==> run_1/m1.png <==
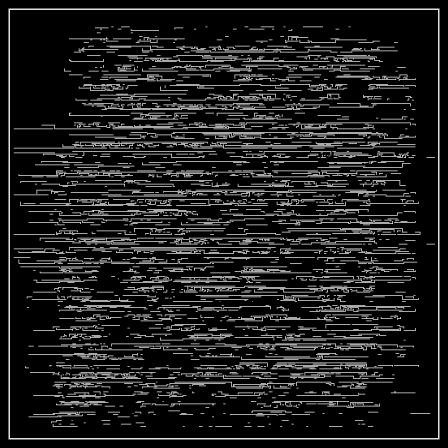
==> run_1/m2.png <==
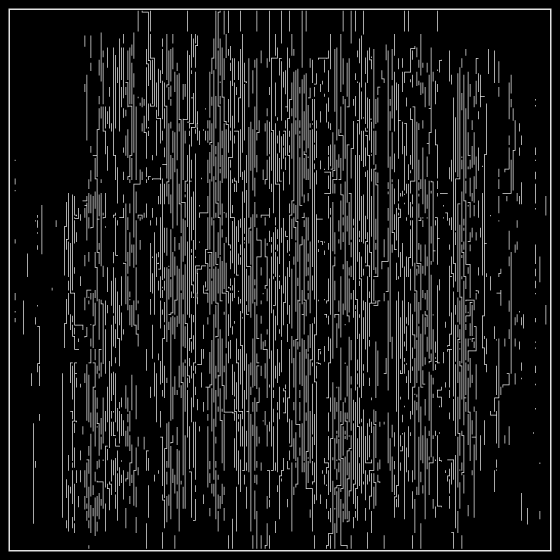
==> run_1/m3.png <==
Scale bar: 20 um.
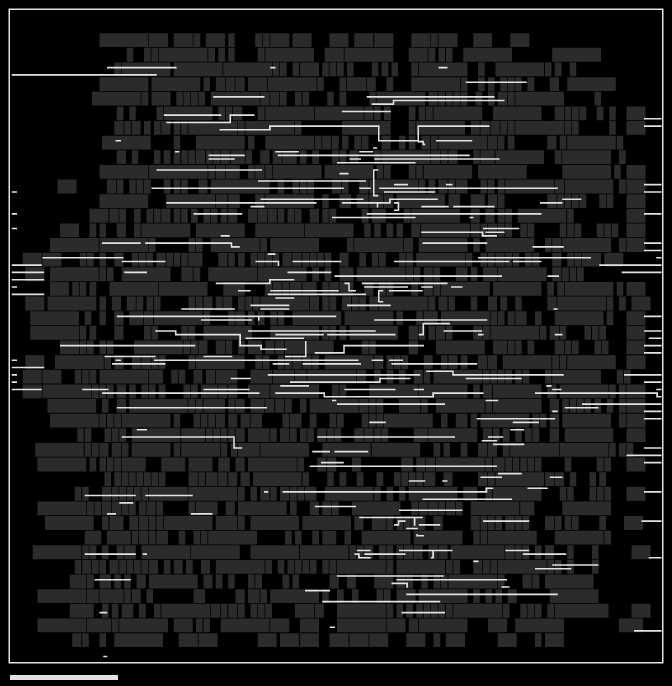
[src/rtl/matrix_loader_pkg.sv]
// ============================================================================
// Module  : matrix_loader_pkg
// Brief   : Shared defaults, fill-order encoding and position helper for the
//           double-buffered matrix loader.
// Revision: 1.0 - initial release
// ============================================================================
`default_nettype none

package matrix_loader_pkg;

  localparam int DEF_W    = 8;
  localparam int DEF_ROWS = 3;
  localparam int DEF_COLS = 3;

  typedef enum logic {
    FILL_ROW_MAJOR = 1'b0,
    FILL_COL_MAJOR = 1'b1
  } fill_order_e;

  // Flat position of element (row, col) inside the packed matrix.
  function automatic int pos(input int row, input int col, input int cols);
    return row * cols + col;
  endfunction

endpackage

`default_nettype wire

[src/rtl/matrix_loader_if.sv]
// ============================================================================
// Module  : matrix_loader_if
// Brief   : Element stream in, matrix out handshake bundle for matrix_loader.
// Revision: 1.0 - initial release
// ============================================================================
`default_nettype none

interface matrix_loader_if #(
  parameter int W = 8,
  parameter int N = 9
);

  logic [W-1:0]   i_data;
  logic           i_valid;
  logic           i_sof;
  logic           o_ready;
  logic [N*W-1:0] o_mat;
  logic           o_mat_valid;
  logic           i_mat_ready;
  logic           o_resync;

  modport master (
    output i_data, i_valid, i_sof, i_mat_ready,
    input  o_ready, o_mat, o_mat_valid, o_resync
  );

  modport slave (
    input  i_data, i_valid, i_sof, i_mat_ready,
    output o_ready, o_mat, o_mat_valid, o_resync
  );

endinterface

`default_nettype wire

[src/rtl/matrix_loader_bank.sv]
// ============================================================================
// Module  : matrix_loader_bank
// Brief   : One N-element register bank with a single positional write port
//           and a flat read port.
// Revision: 1.0 - initial release
// ============================================================================
`default_nettype none

module matrix_loader_bank #(
  parameter int W  = 8,
  parameter int N  = 9,
  parameter int PW = 4
) (
  input  logic           i_clk,
  input  logic           i_rst_n,
  input  logic           i_we,
  input  logic [PW-1:0]  i_pos,
  input  logic [W-1:0]   i_data,
  output logic [N*W-1:0] o_mat
);

  for (genvar p = 0; p < N; p++) begin : g_elem
    logic [W-1:0] r_elem;

    always_ff @(posedge i_clk or negedge i_rst_n) begin
      if (!i_rst_n) begin
        r_elem <= '0;
      end else if (i_we && (i_pos == PW'(p))) begin
        r_elem <= i_data;
      end
    end

    assign o_mat[p*W +: W] = r_elem;
  end

endmodule

`default_nettype wire

[src/rtl/matrix_loader.sv]
// ============================================================================
// Module  : matrix_loader
// Brief   : Ping-pong loader packing a W-bit element stream into ROWS x COLS
//           matrices, with start-of-frame resync and row/column fill order.
// Revision: 1.0 - initial release
// ============================================================================
`default_nettype none

module matrix_loader
  import matrix_loader_pkg::*;
#(
  parameter int W         = DEF_W,
  parameter int ROWS      = DEF_ROWS,
  parameter int COLS      = DEF_COLS,
  parameter bit COL_MAJOR = 1'b0
) (
  input  logic             i_clk,
  input  logic             i_rst_n,
  matrix_loader_if.slave   bus
);

  localparam int N  = ROWS * COLS;
  localparam int KW = $clog2(N) + 1;
  localparam int RW = $clog2(ROWS) + 1;
  localparam int CW = $clog2(COLS) + 1;
  localparam int PW = $clog2(N) + 1;

  localparam fill_order_e c_order = COL_MAJOR ? FILL_COL_MAJOR : FILL_ROW_MAJOR;

  logic          r_live;
  logic          r_wr_bank;
  logic          r_rd_bank;
  logic [1:0]    r_full;
  logic [KW-1:0] r_k;
  logic [RW-1:0] r_row;
  logic [CW-1:0] r_col;
  logic          r_resync;

  logic          w_ready;
  logic          w_accept;
  logic          w_mat_valid;
  logic          w_release;
  logic [KW-1:0] w_k;
  logic [RW-1:0] w_row;
  logic [CW-1:0] w_col;
  logic [RW-1:0] w_row_nxt;
  logic [CW-1:0] w_col_nxt;
  logic          w_last;
  logic [PW-1:0] w_pos;
  logic [N*W-1:0] w_bank_mat [2];

  // r_live keeps o_ready low until the first edge after reset release.
  assign w_ready     = r_live & ~r_full[r_wr_bank];
  assign w_accept    = bus.i_valid & w_ready;
  assign w_mat_valid = r_full[r_rd_bank];
  assign w_release   = w_mat_valid & bus.i_mat_ready;

  // A start-of-frame beat restarts the fill at element 0 regardless of k.
  always_comb begin
    w_k       = bus.i_sof ? '0 : r_k;
    w_row     = bus.i_sof ? '0 : r_row;
    w_col     = bus.i_sof ? '0 : r_col;
    w_row_nxt = w_row;
    w_col_nxt = w_col;
    w_last    = (w_k == KW'(N - 1));
    w_pos     = PW'(pos(int'(w_row), int'(w_col), COLS));
    if (c_order == FILL_COL_MAJOR) begin
      if (w_row == RW'(ROWS - 1)) begin
        w_row_nxt = '0;
        w_col_nxt = w_col + CW'(1);
      end else begin
        w_row_nxt = w_row + RW'(1);
      end
    end else begin
      if (w_col == CW'(COLS - 1)) begin
        w_col_nxt = '0;
        w_row_nxt = w_row + RW'(1);
      end else begin
        w_col_nxt = w_col + CW'(1);
      end
    end
  end

  always_ff @(posedge i_clk or negedge i_rst_n) begin
    if (!i_rst_n) begin
      r_live    <= 1'b0;
      r_wr_bank <= 1'b0;
      r_rd_bank <= 1'b0;
      r_full    <= '0;
      r_k       <= '0;
      r_row     <= '0;
      r_col     <= '0;
      r_resync  <= 1'b0;
    end else begin
      r_live   <= 1'b1;
      r_resync <= w_accept & bus.i_sof & (r_k != '0);
      if (w_accept) begin
        if (w_last) begin
          r_full[r_wr_bank] <= 1'b1;
          r_wr_bank         <= ~r_wr_bank;
          r_k               <= '0;
          r_row             <= '0;
          r_col             <= '0;
        end else begin
          r_k   <= w_k + KW'(1);
          r_row <= w_row_nxt;
          r_col <= w_col_nxt;
        end
      end
      // A completing bank and a released bank can never be the same one.
      if (w_release) begin
        r_full[r_rd_bank] <= 1'b0;
        r_rd_bank         <= ~r_rd_bank;
      end
    end
  end

  for (genvar b = 0; b < 2; b++) begin : g_bank
    matrix_loader_bank #(
      .W  (W),
      .N  (N),
      .PW (PW)
    ) u_bank (
      .i_clk   (i_clk),
      .i_rst_n (i_rst_n),
      .i_we    (w_accept && (r_wr_bank == 1'(b))),
      .i_pos   (w_pos),
      .i_data  (bus.i_data),
      .o_mat   (w_bank_mat[b])
    );
  end

  assign bus.o_ready     = w_ready;
  assign bus.o_mat       = w_bank_mat[r_rd_bank];
  assign bus.o_mat_valid = w_mat_valid;
  assign bus.o_resync    = r_resync;

endmodule

`default_nettype wire

[src/flat_wrapper.sv]
// flat-port wrapper written by rule: the top's interface ports become plain ports
module matrix_loader_flat import matrix_loader_pkg::*;
#(
  parameter int W         = DEF_W,
  parameter int ROWS      = DEF_ROWS,
  parameter int COLS      = DEF_COLS,
  parameter bit COL_MAJOR = 1'b0
)
  (i_clk, i_rst_n, bus_i_data, bus_i_valid, bus_i_sof, bus_i_mat_ready, bus_o_ready, bus_o_mat, bus_o_mat_valid, bus_o_resync);
  matrix_loader_if #(.W(W), .N(9)) bus_i ();
  input  logic i_clk;
  input  logic i_rst_n;
  input wire logic [$bits(bus_i.i_data)-1:0] bus_i_data;
  input wire logic [$bits(bus_i.i_valid)-1:0] bus_i_valid;
  input wire logic [$bits(bus_i.i_sof)-1:0] bus_i_sof;
  input wire logic [$bits(bus_i.i_mat_ready)-1:0] bus_i_mat_ready;
  output wire logic [$bits(bus_i.o_ready)-1:0] bus_o_ready;
  output wire logic [$bits(bus_i.o_mat)-1:0] bus_o_mat;
  output wire logic [$bits(bus_i.o_mat_valid)-1:0] bus_o_mat_valid;
  output wire logic [$bits(bus_i.o_resync)-1:0] bus_o_resync;
  assign bus_i.i_data = bus_i_data;
  assign bus_i.i_valid = bus_i_valid;
  assign bus_i.i_sof = bus_i_sof;
  assign bus_i.i_mat_ready = bus_i_mat_ready;
  assign bus_o_ready = bus_i.o_ready;
  assign bus_o_mat = bus_i.o_mat;
  assign bus_o_mat_valid = bus_i.o_mat_valid;
  assign bus_o_resync = bus_i.o_resync;
  matrix_loader #(.W(W), .ROWS(ROWS), .COLS(COLS), .COL_MAJOR(COL_MAJOR)) u_core (.i_clk(i_clk), .i_rst_n(i_rst_n), .bus(bus_i));
endmodule
[config.mk]
export PLATFORM = sky130hd
export DESIGN_NAME = matrix_loader_flat
export DESIGN_NICKNAME = d
export VERILOG_FILES = /design/src/rtl/matrix_loader_pkg.sv /design/src/rtl/matrix_loader_if.sv /design/src/rtl/matrix_loader_bank.sv /design/src/rtl/matrix_loader.sv /design/src/flat_wrapper.sv
export SDC_FILE = /design/constraint.sdc
export NUM_CORES = 1
export LEC_CHECK = 0
export ABC_AREA = 1
export CORE_MARGIN = 2
export CORE_UTILIZATION = 57
export CTS_BUF_LIST = sky130_fd_sc_hd__clkbuf_16
export DETAILED_ROUTE_END_ITERATION = 8
export GPL_TIMING_DRIVEN = 0
export PLACE_DENSITY = 0.81
export RECOVER_POWER = 50
export SLEW_MARGIN = 40
export SYNTH_ARGS = -nofsm -noshare
export SYNTH_HDL_FRONTEND = slang
export SYNTH_SLANG_ARGS = --single-unit
[constraint.sdc]
create_clock -name i_clk -period 3.1 [get_ports i_clk]
set_input_delay 0.465 -clock i_clk [delete_from_list [all_inputs] [get_ports i_clk]]
set_output_delay 0.465 -clock i_clk [all_outputs]
set_load 0.05 [all_outputs]
==> CHANGELOG.md, run 1 <==
### Implementation results

- Status: finished, violations left
- Failing checks: capacitance limit, slew limit
- Crit path max fanout: 10
- CP dominant cell by count: nand2_1
- WL final: 22.05 mm
- Inverters: 35
- Floorplan net count: 1071
- Post-synth top cells: nand2_1 (565), nand3_1 (165), dfrtp_1 (161)
- Lkg Pwr: 0.005381 uW
- Crit path cell chain: clkbuf_2 -> buf_1 -> nand2_1 -> nand2_1 -> clkdlybuf4s50_1
- Worst path max stage delay: 820 ps
- Final #Nets: 1187
- Synth top area share: 51.45%
- Dpl cells: 1305
- CORE AREA: 13350 um2
- Clock power share: 23.8%
- Comb gates: 794
- Post-layout util: 72.37%
- Design area: 9659 um2
- Peak supply drop: 0.0003636 V
- Row count: 42
- Setup violators final: 0
- Regs by FF count: u_core.g_bank.u_bank.g_elem.r_elem (144), u_core.r_k (5)
- Worst min path class: in -> reg
- Routability congestion estimate: 0.8644
- Number of enable flip-flop cells: 0
- Worst hold slack: 413.0 ps
- Global route total overflow: 0
- Count leader, synth: nand2_1
- First-pass GRT wire length: 35.41 mm
- Post-DR wirelength/cell: 16.29 um
- Clock Pin Slew Worst Setup and Hold Paths: 60 ps
- H-tree levels: 4
- Hold_sp: bus_i_sof
- Post-DP HPWL: 13.95 mm
- FF-to-FF End: u_core.g_bank[1].u_bank.g_elem[8].r_elem[0]
- Ys async rst share: 100.0%
- Die height: 121.2 um
- Pin count of the biggest net entering global routing: 65
- Total GRT Usage: 31.41%
- DR vias/cell: 5.545
- Clk_skew: 7.370 ps
- Crit share post-route: 97.82%
- # Taps: 176
- Logic share of the area: 35.84%
- NetSw: 3783 uW
- # Post-CTS Setup Buffers: 15
- Worst r2r src: u_core.r_row[1]
- Startpoint type of the worst setup path: flop
- Post-synth area from yosys stat: 7830 um2
- Vias in the first global route: 6979
- Internal Power: 4959 uW
- Total of max-cap violations: 1
- Ys Warns: 0
- Reg2Reg Depth: 11
- Die area: 14690 um2
- Fraction of area in registers: 41.71%
- PnR worst setup slack: 67.63 ps
- CTS buffer count: 17
- Area grow syn2layout: 23.36%
- Pre-CTS WS: -963.7 ps
- CP required: 2630 ps
- Die X: 121.2 um
- Via count: 7502
- GR Util met3: 6.579%
- TNS Setup: 0 ps
- Clock tree cell share of total cell area: 5.946%
- IO Pins: 88
- Final Instance Count excl. Fillers: 1353
- Max Clk Rate: 329.8 MHz
- Comb power frac: 43.3%
- Flops: 161
- Largest register FFs: 144
- Power per standard cell area: 905.0 nW/um2
- Top cells excl fill/tap: nand2_1 (555), nand3_1 (165), dfrtp_1 (161)
- Tool Warnings: 27
- Tmin final: 3032 ps
- # resized after CTS: 30
- DRT Pass-1 Iters: 6
- WHS Path Cells: 3
- PortBufs: 79
- Clk_lat worst skew: 430 ps
- Leading register cell type out of synthesis: dfrtp_1
- Clock root buffer master: clkbuf_16
- CTS tree: yes
- Routed wl met3: 2.087 mm
- Max layer used: met4
- Max-area cell class: registers
- Area of the mapped netlist: 7830 um2
- CP max-delay cell: clkdlybuf4s50_1
- Signal buffers: 155
- Reg power frac: 32.9%
- RSZ-0062 raised after global routing: false
- Clock sinks: 161
- Final Slew Violations: 48
- Synth area leaders: dfrtp_1 (51%), nand2_1 (27%), nand3_1 (11%)
- Pwr Total: 8742 uW
- Final Hold Viols: 0
- Avg Synthesized Cell Area: 7.471 um2
- Crit path DAT: 2570 ps
- Buffer share of cell area: 12.86%
- M2 GR Usage: 48.56%
- Dpl cell area: 8901 um2
- Busiest metal layer after global routing: met2
- CTS hold repair buffers: 1
- Gate Count Post-Synth: 1048
- Core Util at FP: 58.66%
- Synth cell types: 24
- Largest Register: u_core.g_bank.u_bank.g_elem.r_elem
- Worst setup path endpoint: bus_o_mat[50]
- Drc violations: 0
- GR Util met1: 42.79%
- Fillers: 1075
- Most frequent logic cell in the layout: nand2_1
- # diodes: 0
- Maximum root-to-sink buffer count: 2
- Violation tally from detailed-route iteration zero: 839
- Met1 Wirelength: 8.961 mm
- Max-slew headroom: -45.06%
- Synth Seq Share: 51.45%
- Reg area: 4029 um2
- Clock buffers: 17
- Reg-to-reg slack, setup: 230 ps
- Layout cell share with drive strength beyond 1: 8.666%
- Min-Delay Endpoint: u_core.bus.o_resync
- Crit. End Element: primary output
- Antenna Nets Post-Route: 0
- Number of cells in Yosys stat: 1048
- Antenna violations before repair: 0
Notes on m1.png above:
main direction	horizontal
wire length on this layer	8960 um
share of all routed wire	41%
longest straight run	40.9 um
nets with wire on the layer	1075

Notes on m2.png above:
nets with wire on the layer	912
wire length on this layer	10200 um
main direction	vertical
longest straight run	43.5 um
share of all routed wire	46%

Notes on m3.png above:
longest straight run	40.5 um
main direction	horizontal

## run 1: cells by family (layout without fill, tap and decap cells)
group	Yosys count	after routing	synth area share, %
buf+inv	93	222	4.938
other cells	1	1	0.04789
xor+xnor	2	2	0.2238
fa+ha+maj	10	10	1.886
compound gates	14	14	0.9586
flops	161	161	51.45
simple gates	767	767	40.49
## run 1: power by group through the flow
stage | Combinational (uW) | Clock (uW) | Sequential [uW]
5_1_grt | 4090 | 2190 | 2930
4_1_cts | 3790 | 2070 | 2870
6_report | 3790 | 2080 | 2880
3_5_place_dp | 3620 | 0 | 2890
3_3_place_gp | 3560 | 0 | 2880
2_1_floorplan | 2510 | 0 | 2840
## run 1: worst max-delay path, delay by kind of cell, from the launching register on
kind,cells,cell delay (ps)
buffers and inverters,3,1540
and+or+nand+nor,2,260
DFF,1,340
## Run 2: what changed since run 1
--- a/config.mk
+++ b/config.mk
@@ -10,6 +10,7 @@
 export CORE_UTILIZATION = 57
 export CTS_BUF_LIST = sky130_fd_sc_hd__clkbuf_16
 export DETAILED_ROUTE_END_ITERATION = 8
+export GPL_ROUTABILITY_DRIVEN = 0
 export GPL_TIMING_DRIVEN = 0
 export PLACE_DENSITY = 0.81
 export RECOVER_POWER = 50
==> run_2/m2.png <==
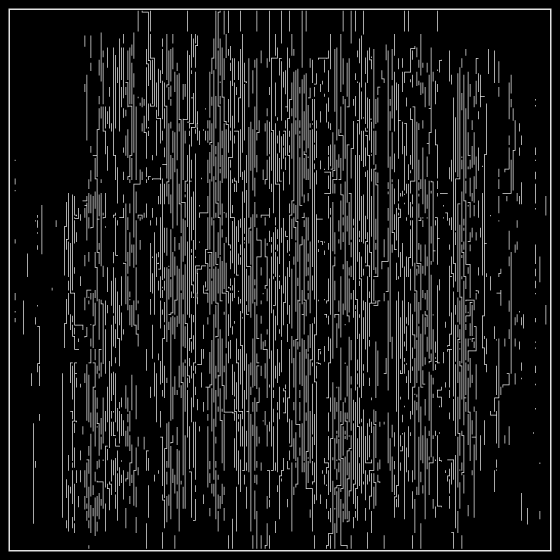
via count: 7502
WL final: 22.05 mm

==> run_2/congestion_map.png <==
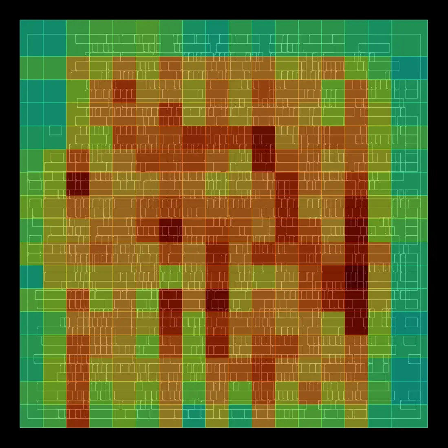
busiest metal layer after global routing: met2
GR Util met3: 6.579%
GR Util met1: 42.79%
post-DR wirelength/cell: 16.29 um

==> run 2 against run 1 <==
Effect of this change: the run still ends with capacitance limit, slew limit left; die area unchanged; clock power about the same; clock-buffer cell count unchanged; clock skew unchanged; register-to-register slack about the same; final area unchanged.
==> CHANGELOG.md, run 2 <==
### Implementation results

- Clock sinks: 161
- RSZ-0062 raised after global routing: false
- Comb group: 3790 uW
- Crit path max fanout: 10
- Number of enable flip-flop cells: 0
- CP required: 2630 ps
- Yosys adder share: 1.886%
- Die height: 121.2 um
- Reg-to-reg slack, setup: 230 ps
- Ys async rst share: 100.0%
- Clk_lat worst skew: 430 ps
- Critical path depth: 5
- Max-slew headroom: -45.06%
- # Post-CTS Setup Buffers: 15
- Post-synth area from yosys stat: 7830 um2
- Mux share: 0%
- Most frequent logic cell in the layout: nand2_1
- Clk_skew: 7.370 ps
- Hold_sp: bus_i_sof
- Tool Warnings: 27
- CP dominant cell by count: nand2_1
- Avg Synthesized Cell Area: 7.471 um2
- Status: finished, violations left
- Vias in the first global route: 6979
- Synth area leaders: dfrtp_1 (51%), nand2_1 (27%), nand3_1 (11%)
- Simple-Gate Area Share: 40.49%
- Dpl cell area: 8901 um2
- Peak supply drop: 0.0003636 V
- CTS tree: yes
- Synth logic family: simple AND/OR/NAND/NOR gates
- DR vias/cell: 5.545
- Antenna violations before repair: 0
- Top pwr grp: combinational cells
- Worst path max stage delay: 820 ps
- Failing checks: capacitance limit, slew limit
- Reg power frac: 32.9%
- Die X: 121.2 um
- WHS Path Cells: 3
- # resized after CTS: 30
- First-pass GRT wire length: 35.41 mm
- Synth Seq Share: 51.45%
- Layout cell share with drive strength beyond 1: 8.666%
- Pin count of the biggest net entering global routing: 65
- CTS hold repair buffers: 1
- Final Slew Violations: 48
- Core Util at FP: 58.66%
- Floorplan net count: 1071
- Pwr Total: 8742 uW
- Top cells excl fill/tap: nand2_1 (555), nand3_1 (165), dfrtp_1 (161)
- Clock power share: 23.8%
- Final #Nets: 1187
- Reg2Reg Depth: 11
- Sequential power: 2880 uW
- Lkg Pwr: 0.005381 uW
- Total of max-cap violations: 1
- Largest register FFs: 144
- Max Clk Rate: 329.8 MHz
- Number of cells in Yosys stat: 1048
- Clock Pin Slew Worst Setup and Hold Paths: 60 ps
- Ys Warns: 0
- NetSw: 3783 uW
- Tmin final: 3032 ps
- Maximum root-to-sink buffer count: 2
- PortBufs: 79
- Post-synth top cells: nand2_1 (565), nand3_1 (165), dfrtp_1 (161)
-- run 2: stage by stage --
stage	hold WS (ps)	cells
2_1_floorplan	169.4	1048
3_3_place_gp	453.3	1303
3_5_place_dp	383.1	1305
4_1_cts	472.6	1353
5_1_grt	436.6	1353
6_report	413.0	1353
-- run 2: area by class of cell --
| cell class | count | area, um2 | area share, % |
|---|---|---|---|
| Tap cell | 176 | 220.2 | 2.280 |
| Clock inverter | 15 | 148.9 | 1.541 |
| Sequential cell | 161 | 4029 | 41.71 |
| Clock buffer | 17 | 425.4 | 4.404 |
| Buffer | 58 | 281.5 | 2.915 |
| Inverter | 35 | 131.4 | 1.360 |
| Timing Repair Buffer | 97 | 960.9 | 9.948 |
| Multi-Input combinational cell | 794 | 3462 | 35.84 |
==> run_2/m1.png <==
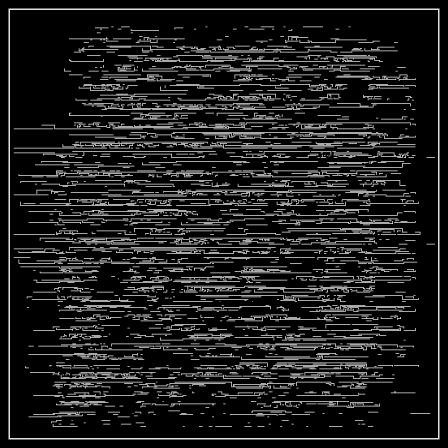

## Run 3: what changed since run 2
--- a/config.mk
+++ b/config.mk
@@ -12,8 +12,10 @@
 export DETAILED_ROUTE_END_ITERATION = 8
 export GPL_ROUTABILITY_DRIVEN = 0
 export GPL_TIMING_DRIVEN = 0
-export PLACE_DENSITY = 0.81
+export PLACE_DENSITY = 0.83
 export RECOVER_POWER = 50
+export REMOVE_ABC_BUFFERS = 1
+export SETUP_SLACK_MARGIN = 0.02
 export SLEW_MARGIN = 40
 export SYNTH_ARGS = -nofsm -noshare
 export SYNTH_HDL_FRONTEND = slang
==> run_3/m1.png <==
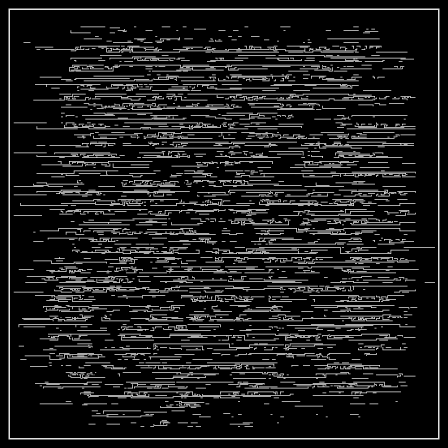
via count: 7175
GR Util met1: 39.45%

==> run 3 against run 2 <==
Effect of this change: the run still ends with capacitance limit, slew limit left; worst hold slack got worse by 67 ps; final area fell by 0.93%; largest power group unchanged; synthesized area did not move; clock-buffer cell count did not move; core utilization fell by 0.67 points; fmax rose by 3.0%; highest routed layer unchanged; clock skew fell by 2.0 ps; non-clock buffer count fell by 28; routed wire length fell by 7.3%; via count fell by 4.4%; cell count fell by 2.1%.
==> CHANGELOG.md, run 3 <==
### Implementation results

- Simple-Gate Area Share: 40.49%
- IO Pins: 88
- Tmin final: 2944 ps
- Clock root buffer master: clkbuf_16
- Fillers: 1052
- Die X: 121.2 um
- Clock Pin Slew Worst Setup and Hold Paths: 60 ps
- Dpl cell area: 8895 um2
- XOR/XNOR Area Share: 0.2237%
- Maximum root-to-sink buffer count: 2
- Clk_lat worst skew: 430 ps
- Design area: 9569 um2
- Status: finished, violations left
- Leading register cell type out of synthesis: dfrtp_1
- Antenna Nets Post-Route: 0
- Number of enable flip-flop cells: 0
- Clock group: 1990 uW
- Count leader, synth: nand2_1
- Dpl cells: 1263
- Reg-to-reg slack, setup: 160 ps
- Inverters: 35
- Max Clk Rate: 339.7 MHz
- Lkg Pwr: 0.005630 uW
- Final Instance Count excl. Fillers: 1324
- Avg Synthesized Cell Area: 7.471 um2
- FF-to-FF End: u_core.g_bank[1].u_bank.g_elem[8].r_elem[4]
- Final Slew Violations: 65
- Reg2Reg Depth: 15
- Peak supply drop: 0.0005747 V
- Clock power share: 23.3%
- Worst min path class: in -> reg
- CP max-delay cell: fa_1
- Internal Power: 4763 uW
- Comb gates: 794
- Die height: 121.2 um
- Crit. End Element: flop
- Gate Count Post-Synth: 1048
- Largest Register: u_core.g_bank.u_bank.g_elem.r_elem
- Row count: 42
- Regs by FF count: u_core.g_bank.u_bank.g_elem.r_elem (144), u_core.r_k (5)
- Yosys adder share: 1.886%
- H-tree levels: 4
- Max-slew headroom: -3.231%
- NetSw: 3754 uW
- CORE AREA: 13350 um2
- # diodes: 0
- Violation tally from detailed-route iteration zero: 885
- Clock sinks: 161
- Clock tree cell share of total cell area: 5.753%
- Clock buffers: 17
- Startpoint type of the worst setup path: flop
- Comb group: 3560 uW
- PortBufs: 87
- Vias in the first global route: 6885
- Ys Warns: 0
- PnR worst setup slack: 155.8 ps
- Critical path depth: 15
- WHS Path Cells: 3
- Setup violators final: 0
- Worst r2r src: u_core.r_col[1]
- Comb power frac: 41.8%
- # Taps: 176
- Max-area cell class: registers
- Synth area leaders: dfrtp_1 (51%), nand2_1 (27%), nand3_1 (11%)
- Crit path max fanout: 8
- Min-Delay Endpoint: u_core.bus.o_resync
- Logic share of the area: 36.21%
- Reg power frac: 34.8%
- Synth logic family: simple AND/OR/NAND/NOR gates
- Crit path cell chain: nand2_2 -> fa_1 -> inv_1 -> ha_1 -> inv_1 -> fa_1 -> inv_1 -> nand2_1 -> nand2_1 -> nand3_1 -> nor2_4 -> clkbuf_1 -> nand2_1 -> nand2_1 -> nand2_1
- Total of max-cap violations: 1
- Worst path max stage delay: 470 ps
- First-pass GRT wire length: 33.82 mm
- Signal buffers: 127
- Post-layout util: 71.69%
- CTS tree: yes
- Failing checks: capacitance limit, slew limit
- Core Util at FP: 58.66%
- Pwr Total: 8517 uW
- Comb area: 3465 um2
- Total GRT Usage: 29.38%
- Worst path top cell family by delay: adder cells
- Final #Nets: 1159
- Power per standard cell area: 890.0 nW/um2
- Area of the mapped netlist: 7830 um2
- Top cells excl fill/tap: nand2_1 (558), nand3_1 (165), dfrtp_1 (160)
- Area grow syn2layout: 22.21%
- Worst setup path endpoint: u_core.g_bank[1].u_bank.g_elem[8].r_elem[4]
- Tool Warnings: 26
- Largest register FFs: 144
- RSZ-0062 raised after global routing: false
- Top pwr grp: combinational cells
- WL final: 20.43 mm
- Die area: 14690 um2
- Layout cell share with drive strength beyond 1: 8.972%
- Crit path buffers/inverters: 4
- Number of cells in Yosys stat: 1048
- Post-synth area from yosys stat: 7830 um2
- Fraction of area in registers: 42.14%
- Global route total overflow: 0
- Crit share post-route: 94.97%
- Pre-CTS WS: -1267 ps
- CP dominant cell by count: nand2_1
- DR vias/cell: 5.419
- Pin count of the biggest net entering global routing: 75
==> run_3/congestion_map.png <==
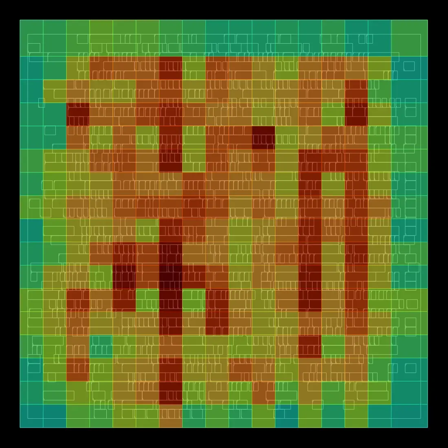
post-DR wirelength/cell: 15.43 um
M2 GR Usage: 47.47%

## run 3: cell count changes in the layout (fill, tap and decap cells not counted), sizes merged, moves of 2 or more
cell | previous run | this run
dlygate4sd3 | 11 | 3
dlymetal6s2s | 2 | 0
clkbuf | 54 | 21
clkdlybuf4s50 | 65 | 3
inv | 37 | 35
clkinv | 9 | 11
dlygate4sd2 | 0 | 72
buf | 40 | 44
## run 3: layer usage
layer	vias up	global-route usage, %	share of wire [%]
met5	-	0	0
met4	0	13.07	3.1
met3	58	4.558	6.1
met2	274	47.47	49
met1	3383	39.45	42
li1	3460	-	-
## run 3: what timing repair did
item / in CTS / in global routing
endpoints found under the hold margin: 35 / 0
gates cloned: 0 / 0
hold buffers: 1 / 0
pin swaps: 9 / 1
endpoints found under the setup margin: 217 / 148
buffers inserted: 27 / 2
gates resized: 90 / 8
Power figures rest on the tool's default switching activity, not on a simulated workload.
